Run 1, the clock network:
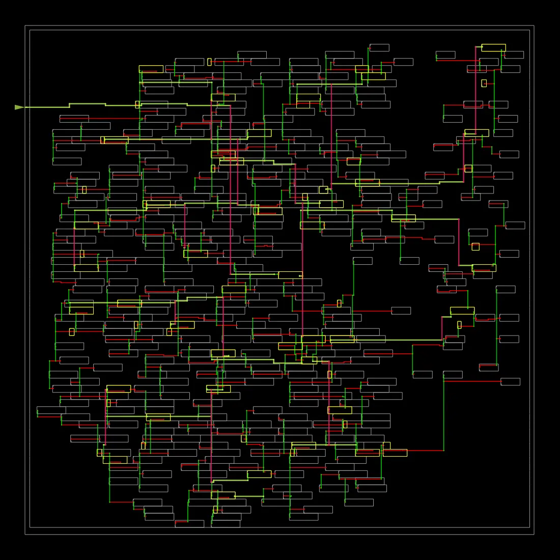
Run 1, metal 2:
Cells faint in the background.
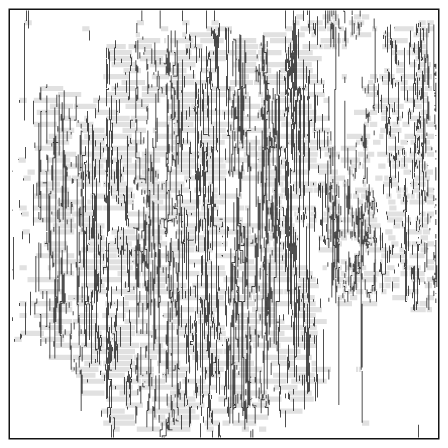
Run 1, signal wires on met4:
The bar under the picture is 50 um long. Cells faint in the background.
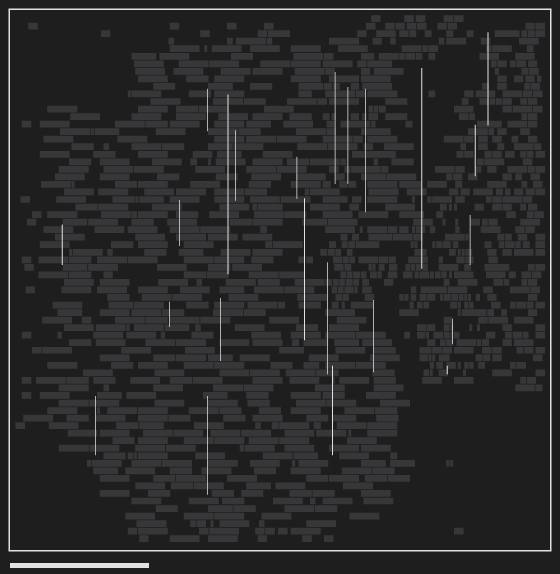
## src/rtl/alu_seq_pkg.sv

```systemverilog
// Shared definitions for the ALU sequencer: opcode map, controller states and
// sizing constants used by the top level and the program memory.
package alu_seq_pkg;

  localparam int K_DEFAULT = 16;
  localparam int ADDR_W    = 4;
  localparam int LEN_W     = 5;
  localparam int OP_W      = 4;

  typedef logic [OP_W-1:0] opcode_t;

  localparam opcode_t OP_NOP  = 4'b0000;
  localparam opcode_t OP_CLR  = 4'b0001;
  localparam opcode_t OP_ADD  = 4'b0010;
  localparam opcode_t OP_SUB  = 4'b0011;
  localparam opcode_t OP_MUL  = 4'b0100;
  localparam opcode_t OP_DIV  = 4'b0101;
  localparam opcode_t OP_MOD  = 4'b0110;
  localparam opcode_t OP_NEG  = 4'b0111;
  localparam opcode_t OP_AND  = 4'b1000;
  localparam opcode_t OP_OR   = 4'b1001;
  localparam opcode_t OP_XOR  = 4'b1010;
  localparam opcode_t OP_NAND = 4'b1011;
  localparam opcode_t OP_NOR  = 4'b1100;
  localparam opcode_t OP_XNOR = 4'b1101;
  localparam opcode_t OP_SHL  = 4'b1110;
  localparam opcode_t OP_SHR  = 4'b1111;

  typedef enum logic [2:0] {
    IDLE,
    CLEAR,
    RUN,
    DONE,
    FAULT
  } state_t;

  // Shift opcodes exist in the ALU map but are not legal in a stored program.
  function automatic logic is_illegal_op(input opcode_t op);
    return (op == OP_SHL) || (op == OP_SHR);
  endfunction

endpackage

```

## src/rtl/seq_prog_mem.sv

```systemverilog
// Program store for the ALU sequencer: one synchronous write port and one
// combinational read port, each entry holding {opcode, operand A}.
module seq_prog_mem
  import alu_seq_pkg::*;
#(
  parameter int K     = K_DEFAULT,
  parameter int DEPTH = 16
) (
  input  logic              clk,
  input  logic              i_we,
  input  logic [ADDR_W-1:0] i_waddr,
  input  logic [OP_W-1:0]   i_wop,
  input  logic [K-1:0]      i_wdata,
  input  logic [ADDR_W-1:0] i_raddr,
  output logic [OP_W-1:0]   o_rop,
  output logic [K-1:0]      o_rdata
);

  logic [OP_W+K-1:0] r_mem [DEPTH];

  // NOTE: the storage array has no reset; the program must survive rst, and a
  // resettable array would also stop it mapping onto plain RAM/register files.
  always_ff @(posedge clk) begin
    if (i_we) begin
      r_mem[i_waddr] <= {i_wop, i_wdata};
    end
  end

  assign {o_rop, o_rdata} = r_mem[i_raddr];

endmodule

```

## src/rtl/alu_sequencer.sv

```systemverilog
// Issues a stored program to an external accumulator ALU: one CLR cycle, then
// one instruction per cycle, collecting error flags and the final result.
module alu_sequencer
  import alu_seq_pkg::*;
#(
  parameter int K     = K_DEFAULT,
  parameter int DEPTH = 16
) (
  input  logic              clk,
  input  logic              rst,
  input  logic              prog_we,
  input  logic [ADDR_W-1:0] prog_addr,
  input  logic [OP_W-1:0]   prog_op,
  input  logic [K-1:0]      prog_data,
  input  logic [LEN_W-1:0]  prog_len,
  input  logic              halt_on_err,
  input  logic              start,
  output logic              busy,
  output logic              done,
  output logic              fault,
  output logic              illegal,
  output logic [ADDR_W-1:0] pc,
  output logic [1:0]        err_code,
  output logic [2*K-1:0]    result,
  output logic [OP_W-1:0]   alu_opcode,
  output logic [K-1:0]      alu_a,
  input  logic [2*K-1:0]    alu_c,
  input  logic [1:0]        alu_error
);

  state_t            r_state;
  state_t            w_next;
  logic [LEN_W-1:0]  r_len;
  logic              r_halt;
  logic [ADDR_W-1:0] r_pc;
  logic [1:0]        r_err;
  logic [2*K-1:0]    r_result;
  logic              r_illegal;

  logic [OP_W-1:0]   w_mem_op;
  logic [K-1:0]      w_mem_data;
  logic              w_idle_like;
  logic              w_mem_we;
  logic              w_illegal_op;
  logic              w_halt_now;
  logic              w_last;
  logic [LEN_W-1:0]  w_len_clamped;

  assign w_idle_like   = (r_state == IDLE) || (r_state == DONE) || (r_state == FAULT);
  assign w_mem_we      = prog_we && w_idle_like && !rst;
  assign w_illegal_op  = is_illegal_op(w_mem_op);
  assign w_halt_now    = r_halt && (alu_error != 2'b00);
  assign w_last        = ({1'b0, r_pc} == (r_len - LEN_W'(1)));
  assign w_len_clamped = (prog_len > LEN_W'(DEPTH)) ? LEN_W'(DEPTH) : prog_len;

  seq_prog_mem #(
    .K     (K),
    .DEPTH (DEPTH)
  ) u_prog_mem (
    .clk     (clk),
    .i_we    (w_mem_we),
    .i_waddr (prog_addr),
    .i_wop   (prog_op),
    .i_wdata (prog_data),
    .i_raddr (r_pc),
    .o_rop   (w_mem_op),
    .o_rdata (w_mem_data)
  );

  // NOTE: sequential state uses non-blocking assignments so every register
  // samples the pre-edge values, independent of process ordering.
  always_ff @(posedge clk) begin
    if (rst) begin
      r_state <= IDLE;
    end else begin
      r_state <= w_next;
    end
  end

  always_comb begin
    w_next = r_state;
    unique case (r_state)
      IDLE, DONE, FAULT: if (start) w_next = CLEAR;
      CLEAR:             w_next = (r_len == '0) ? DONE : RUN;
      RUN: begin
        if (w_illegal_op || w_halt_now) begin
          w_next = FAULT;
        end else if (w_last) begin
          w_next = DONE;
        end
      end
      default:           w_next = IDLE;
    endcase
  end

  // NOTE: every output gets a default before the case so no path leaves one
  // unassigned, which would otherwise infer a latch.
  always_comb begin
    alu_opcode = OP_NOP;
    alu_a      = '0;
    busy       = 1'b0;
    done       = 1'b0;
    fault      = 1'b0;
    unique case (r_state)
      CLEAR: begin
        alu_opcode = OP_CLR;
        busy       = 1'b1;
      end
      RUN: begin
        alu_opcode = w_mem_op;
        alu_a      = w_mem_data;
        busy       = 1'b1;
      end
      DONE:    done  = 1'b1;
      FAULT:   fault = 1'b1;
      default: ;
    endcase
  end

  // Run context: latched on start, updated per issued instruction, frozen at run end.
  always_ff @(posedge clk) begin
    if (rst) begin
      r_len     <= '0;
      r_halt    <= 1'b0;
      r_pc      <= '0;
      r_err     <= 2'b00;
      r_result  <= '0;
      r_illegal <= 1'b0;
    end else begin
      unique case (r_state)
        IDLE, DONE, FAULT: begin
          if (start) begin
            r_len     <= w_len_clamped;
            r_halt    <= halt_on_err;
            r_pc      <= '0;
            r_err     <= 2'b00;
            r_illegal <= 1'b0;
          end
        end
        CLEAR: begin
          if (r_len == '0) r_result <= '0;
        end
        RUN: begin
          if (w_illegal_op) begin
            r_illegal <= 1'b1;
          end else begin
            r_err <= r_err | alu_error;
            if (w_halt_now || w_last) begin
              r_result <= alu_c;
            end else begin
              r_pc <= r_pc + ADDR_W'(1);
            end
          end
        end
        default: ;
      endcase
    end
  end

  assign illegal  = r_illegal;
  assign pc       = r_pc;
  assign err_code = r_err;
  assign result   = r_result;

endmodule

```

## config.mk

```make
export PLATFORM = sky130hd
export DESIGN_NAME = alu_sequencer
export DESIGN_NICKNAME = d
export VERILOG_FILES = /design/src/rtl/alu_seq_pkg.sv /design/src/rtl/seq_prog_mem.sv /design/src/rtl/alu_sequencer.sv
export SDC_FILE = /design/constraint.sdc
export NUM_CORES = 1
export LEC_CHECK = 0
export CAP_MARGIN = 20
export CORE_MARGIN = 1.5
export CORE_UTILIZATION = 40
export DETAILED_ROUTE_END_ITERATION = 12
export GPL_TIMING_DRIVEN = 1
export PLACE_DENSITY = 0.62
export SETUP_SLACK_MARGIN = 0.05
export SYNTH_ARGS = -nofsm -noshare
export SYNTH_HDL_FRONTEND = slang
export SYNTH_SLANG_ARGS = --single-unit
```

## constraint.sdc

```tcl
create_clock -name clk -period 5.3 [get_ports clk]
set_clock_uncertainty 0.1 [all_clocks]
set_input_delay 0.795 -clock clk [delete_from_list [all_inputs] [get_ports clk]]
set_output_delay 0.795 -clock clk [all_outputs]
set_load 0.05 [all_outputs]
```

==> qor.yml, run 1 <==
pwr:
  powerDensity_mw_per_mm2: 377.1
  ir_worst_vdd_uv: 191.5
  p_sw_share_pct: 25.53
  clockPowerShare_pct: 37.6
  p_seq_share_pct: 48.7
  pwr-share-comb_pct: 13.8
timing:
  setup-tns-final_ns: 0
  hold_viol_final: 0
  rsz0062_at_grt: "no"
  max_freq_mhz: 219.2
  tightest_slew_ns: 0.8795
  hold_slack_ns: 0.3704
  worst_slack_ns: 0.7374
  relSlewSlack_pct: 41.29
  finalCritPeriodShare_pct: 86.09
synthesis:
  yosysChipArea_sq_mm: 0.01472
  netlist.area_leader.share_pct: 65.26
  synth_stat.cells: 770
  yosys.area.top_type: "edfxtp_1"
  yosys-top-cells-area: "edfxtp_1 65%, mux4_2 14%, dfxtp_1 7.1%"
critical_path:
  slowest_stage: "dfxtp_4"
  ff2ff_setup_slack_ns: 1.73
  crit_required_ns: 4.41
  start_kind: "flip-flop"
  path_cells: "buf_4 > mux4_2 > mux4_2 > and2_1 > clkdlybuf4s50_1"
  crit_end: "alu_a[14]"
  end_kind: "output pin"
  crit_family: "buffers and inverters"
global_routing:
  grt_first_pass_wirelength_mm: 50.95
  grtUsageTotal_pct: 18.03
  use_met3_pct: 3.401
  grt.busiest_layer: "met2"
  antenna_found_initial: 1
drt:
  drc: 0
  wl_per_cell_um: 23.56
  wl_met1_mm: 15.13
  met2RoutedLength_mm: 15.53
  avgViaCountPerCell: 5.424
  dr.pass1.iters: 5
layout:
  design_area_sq_mm: 0.01787
  area_delta_synth_final_pct: 21.35
  n_antenna_cell: 0
  fin_util_pct: 49.04
clock_network:
  post_cts_buffers: 0
  path_clk_slew_ns: 0.06
placement:
  pre_cts_ws_ns: 1.214
  dp.cells: 1352
  io_buffers: 129
  hpwl_mm: 19.27
floorplan:
  core-area_sq_mm: 0.03643
  die_x_um: 194.9
  die_area_sq_mm: 0.03797
outcome:
  outcome: "complete, no violations"
worst_hold_path:
  hold_path_end: "result[17]"
Notes on 'the clock network' above:
Clk Latency, worst-skew pair: 0.53 ns
Flop Count: 372

Notes on 'metal 2' above:
wire length on this layer: 15500 um
share of all routed wire: 46%
nets with wire on the layer: 881
GR met2 Demand/Resource: 28.71%
routed vias: 7718
WL final: 33.53 mm

Notes on 'signal wires on met4' above:
wire length on this layer: 659 um
nets with wire on the layer: 12
main direction: vertical
share of all routed wire: 2.0%
longest straight run: 72.1 um

## run 1: cell type report
class | count | area [sq um]
fill | 3011 | 18570
sequential | 372 | 10660
multi-input combinational | 351 | 3916
timing repair buffer | 157 | 1509
clock buffer | 51 | 1072
tap | 468 | 585.6
clock inverter | 20 | 112.6
inverter | 4 | 15.01
## run 1: flip-flops by register name, summed over array words and instances (netlist names), named ones only
signal,cells
pc,4
u_prog_mem.r_mem,320
r_len,5
illegal,1
err_code,2
r_state,3
r_halt,1
result,32
## run 1: cell usage in the layout, fill, tap and decap left out, types with 6 or more instances in the layout
cell | synthesis | routed
clkinv_2 | 0 | 7
a221oi_1 | 6 | 6
o21ai_0 | 6 | 6
mux2i_1 | 48 | 48
and2_1 | 17 | 16
buf_4 | 2 | 27
clkbuf_16 | 0 | 40
mux4_2 | 91 | 91
nand3b_1 | 34 | 34
clkdlybuf4s50_1 | 0 | 128
nand2_1 | 16 | 16
nand2b_1 | 39 | 39
nor2_2 | 1 | 13
nor3b_1 | 6 | 6
clkbuf_1 | 27 | 8
edfxtp_1 | 320 | 320
a21oi_1 | 15 | 15
nor2_1 | 25 | 13
dfxtp_1 | 52 | 50
clkinv_1 | 0 | 8
## run 1: kinds of logic (layout without fill, tap and decap cells)
group / Yosys count / count (layout) / synth area share, %
xor+xnor: 4 / 4 / 0.2380
fa+ha+maj: 2 / 2 / 0.1699
buf+inv: 47 / 232 / 1.496
mux: 139 / 139 / 17.18
simple gates: 163 / 163 / 6.586
compound gates: 43 / 43 / 1.997
flops: 372 / 372 / 72.33
## run 1: power by group through the flow
stage               clock (mW)  combinational (mW)  sequential [mW]
CTS                       2.60               0.942             3.28
detailed placement           0               0.939             3.34
finish                    2.53               0.927             3.28
floorplan                    0               0.561             3.39
global route              2.71               0.989             3.29
global placement             0               0.933             3.34
## Run 2: what changed since run 1
- CELL_PAD_IN_SITES_DETAIL_PLACEMENT: not set -> 0
- CELL_PAD_IN_SITES_GLOBAL_PLACEMENT: not set -> 2
- DONT_BUFFER_PORTS: not set -> 1
- PLACE_DENSITY: 0.62 -> 0.7
- SKIP_CTS_REPAIR_TIMING: not set -> 1
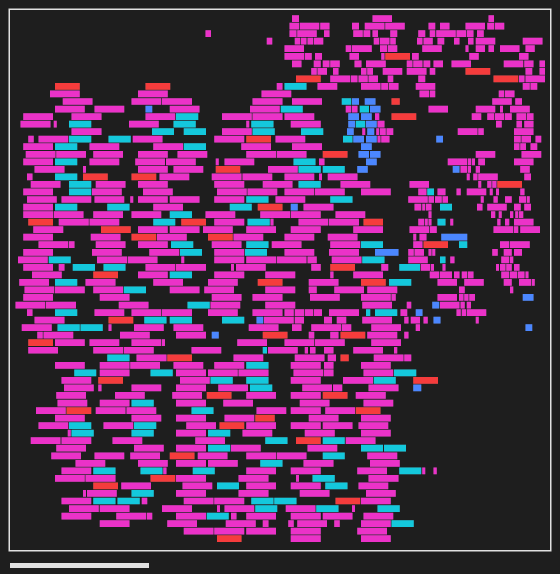
Run 2: drive-strength map
The bar under the picture is 50 um long.
legend:
  _6 and larger:
    colour: red
    cells: 46
    share: 5.6%
  _2 cells:
    colour: cyan
    cells: 103
    share: 13%
  _0 and _1 cells:
    colour: magenta
    cells: 636
    share: 78%
  _3 and _4 cells:
    colour: blue
    cells: 30
    share: 3.7%
Final Cell Area: 0.01657 sq mm
area grow syn2layout: 12.53%
Non-CTS buffers: 15
Setup WS post-layout: 1.213 ns

==> qor.yml, run 2 <==
outcome:
  outcome: "complete, no violations"  # unchanged
timing:
  tightest_slew_ns: 1.033  # was 0.8795 ns
  hold_viol_final: 0  # unchanged
  finalCritPeriodShare_pct: 77.11  # was 86.09%
  hold_slack_ns: 0.2245  # was 0.3704 ns
  max_freq_mhz: 244.7  # was 219.2 MHz
  setup-tns-final_ns: 0  # unchanged
global_routing:
  antenna_found_initial: 1  # unchanged
  grtUsageTotal_pct: 17.36  # was 18.03%
  grt_first_pass_wirelength_mm: 47.91  # was 50.95 mm
layout:
  largest_register_ffs: 320  # unchanged
  most-common-layout-cells: "320 x edfxtp_1, 91 x mux4_2, 50 x dfxtp_1, 48 x mux2i_1, 41 x clkbuf_16"  # was 320 x edfxtp_1, 128 x clkdlybuf4s50_1, 91 x mux4_2, 50 x dfxtp_1, 48 x mux2i_1
  regMostFlops: "u_prog_mem.r_mem"  # unchanged
  fin_util_pct: 45.47  # was 49.04%
  n_antenna_cell: 0  # unchanged
synthesis:
  yosys-top-cells-area: "edfxtp_1 65%, mux4_2 14%, dfxtp_1 7.1%"  # unchanged
  synth_stat.cells: 770  # unchanged
  yosysChipArea_sq_mm: 0.01472  # unchanged
  netlist.area_leader.share_pct: 65.26  # unchanged
pwr:
  powerDensity_mw_per_mm2: 397.4  # was 377.1 mW/mm^2
  pwr-share-comb_pct: 10.1  # was 13.8%
  clock_power_mw: 2.57  # was 2.53 mW
  powerComb_uw: 667  # was 927 uW
  power-top-group: "registers"  # unchanged
  p_seq_share_pct: 50.8  # was 48.7%
drt:
  drc: 0  # unchanged
  avgViaCountPerCell: 5.578  # was 5.424
  vias: 7157  # was 7718
  wl_per_cell_um: 25.57  # was 23.56 um
  dr.pass1.iters: 5  # unchanged
  routed_wl_mm: 32.81  # was 33.53 mm
  met2RoutedLength_mm: 16.39  # was 15.53 mm
critical_path:
  start_kind: "flip-flop"  # unchanged
  crit_required_ns: 4.41  # about the same
placement:
  pre_cts_ws_ns: 1.705  # was 1.214 ns
  io_buffers: 0  # was 129
floorplan:
  die_area_sq_mm: 0.03797  # unchanged
worst_hold_path:
  hold_path_end: "r_len[4]"  # was result[17]
clock_network:
  clk_latency_ns: 0.55  # was 0.53 ns
==> run 2: cell types whose count changed in the layout (fill, tap and decap cells not counted), sizes merged <==
| cell | change |
|---|---|
| buf | -14 |
| bufinv | +1 |
| clkbuf | +5 |
| clkdlybuf4s50 | -128 |
| clkinv | -3 |
| clkinvlp | -2 |
| inv | +1 |
==> run 2: kinds of logic (layout without fill, tap and decap cells) <==
logic type / after synthesis / after routing / share of synthesized area, %
and+or+nand+nor: 163 / 163 / 6.586
muxes: 139 / 139 / 17.18
buffers and inverters: 47 / 92 / 1.496
adders and majority gates: 2 / 2 / 0.1699
DFF: 372 / 372 / 72.33
xor gates and xnor gates: 4 / 4 / 0.2380
AOI/OAI and AO/OA: 43 / 43 / 1.997
==> run 2: layout make-up <==
cell class | instances | area (sq um)
fillers | 3060 | 19870
flip-flops and latches | 372 | 10660
multi-input cells | 351 | 3981
clock buffers | 56 | 1082
well taps | 468 | 585.6
repair buffers | 15 | 137.6
clock inverters | 17 | 111.4
inverters | 4 | 15.01
==> run 2: worst max-delay path, cell delays in order (launching register included) <==
cell,delay [ns]
dfxtp_4,0.75
buf_4,0.48
mux4_2,0.57
mux4_2,0.48
and2_1,0.35
==> run 2: worst max path at each step <==
stage / start / to / depth (start not counted)
3_3_place_gp: flip-flop / alu_a[2] / 4
5_1_grt: flip-flop / alu_a[5] / 4
6_report: flip-flop / alu_a[5] / 4
2_1_floorplan: r_state[1] / u_prog_mem.r_mem[0][0] / 5
3_5_place_dp: flip-flop / result[5] / 9
4_1_cts: flip-flop / alu_a[2] / 4
==> run 2: routing by layer <==
metal	vias to the layer above	track usage, %
li1	3130	-
met1	3773	22.11
met2	201	29.19
met3	53	4.060
met4	0	6.144
met5	-	0
No activity file was given, so power comes from the tool's default toggle rates.
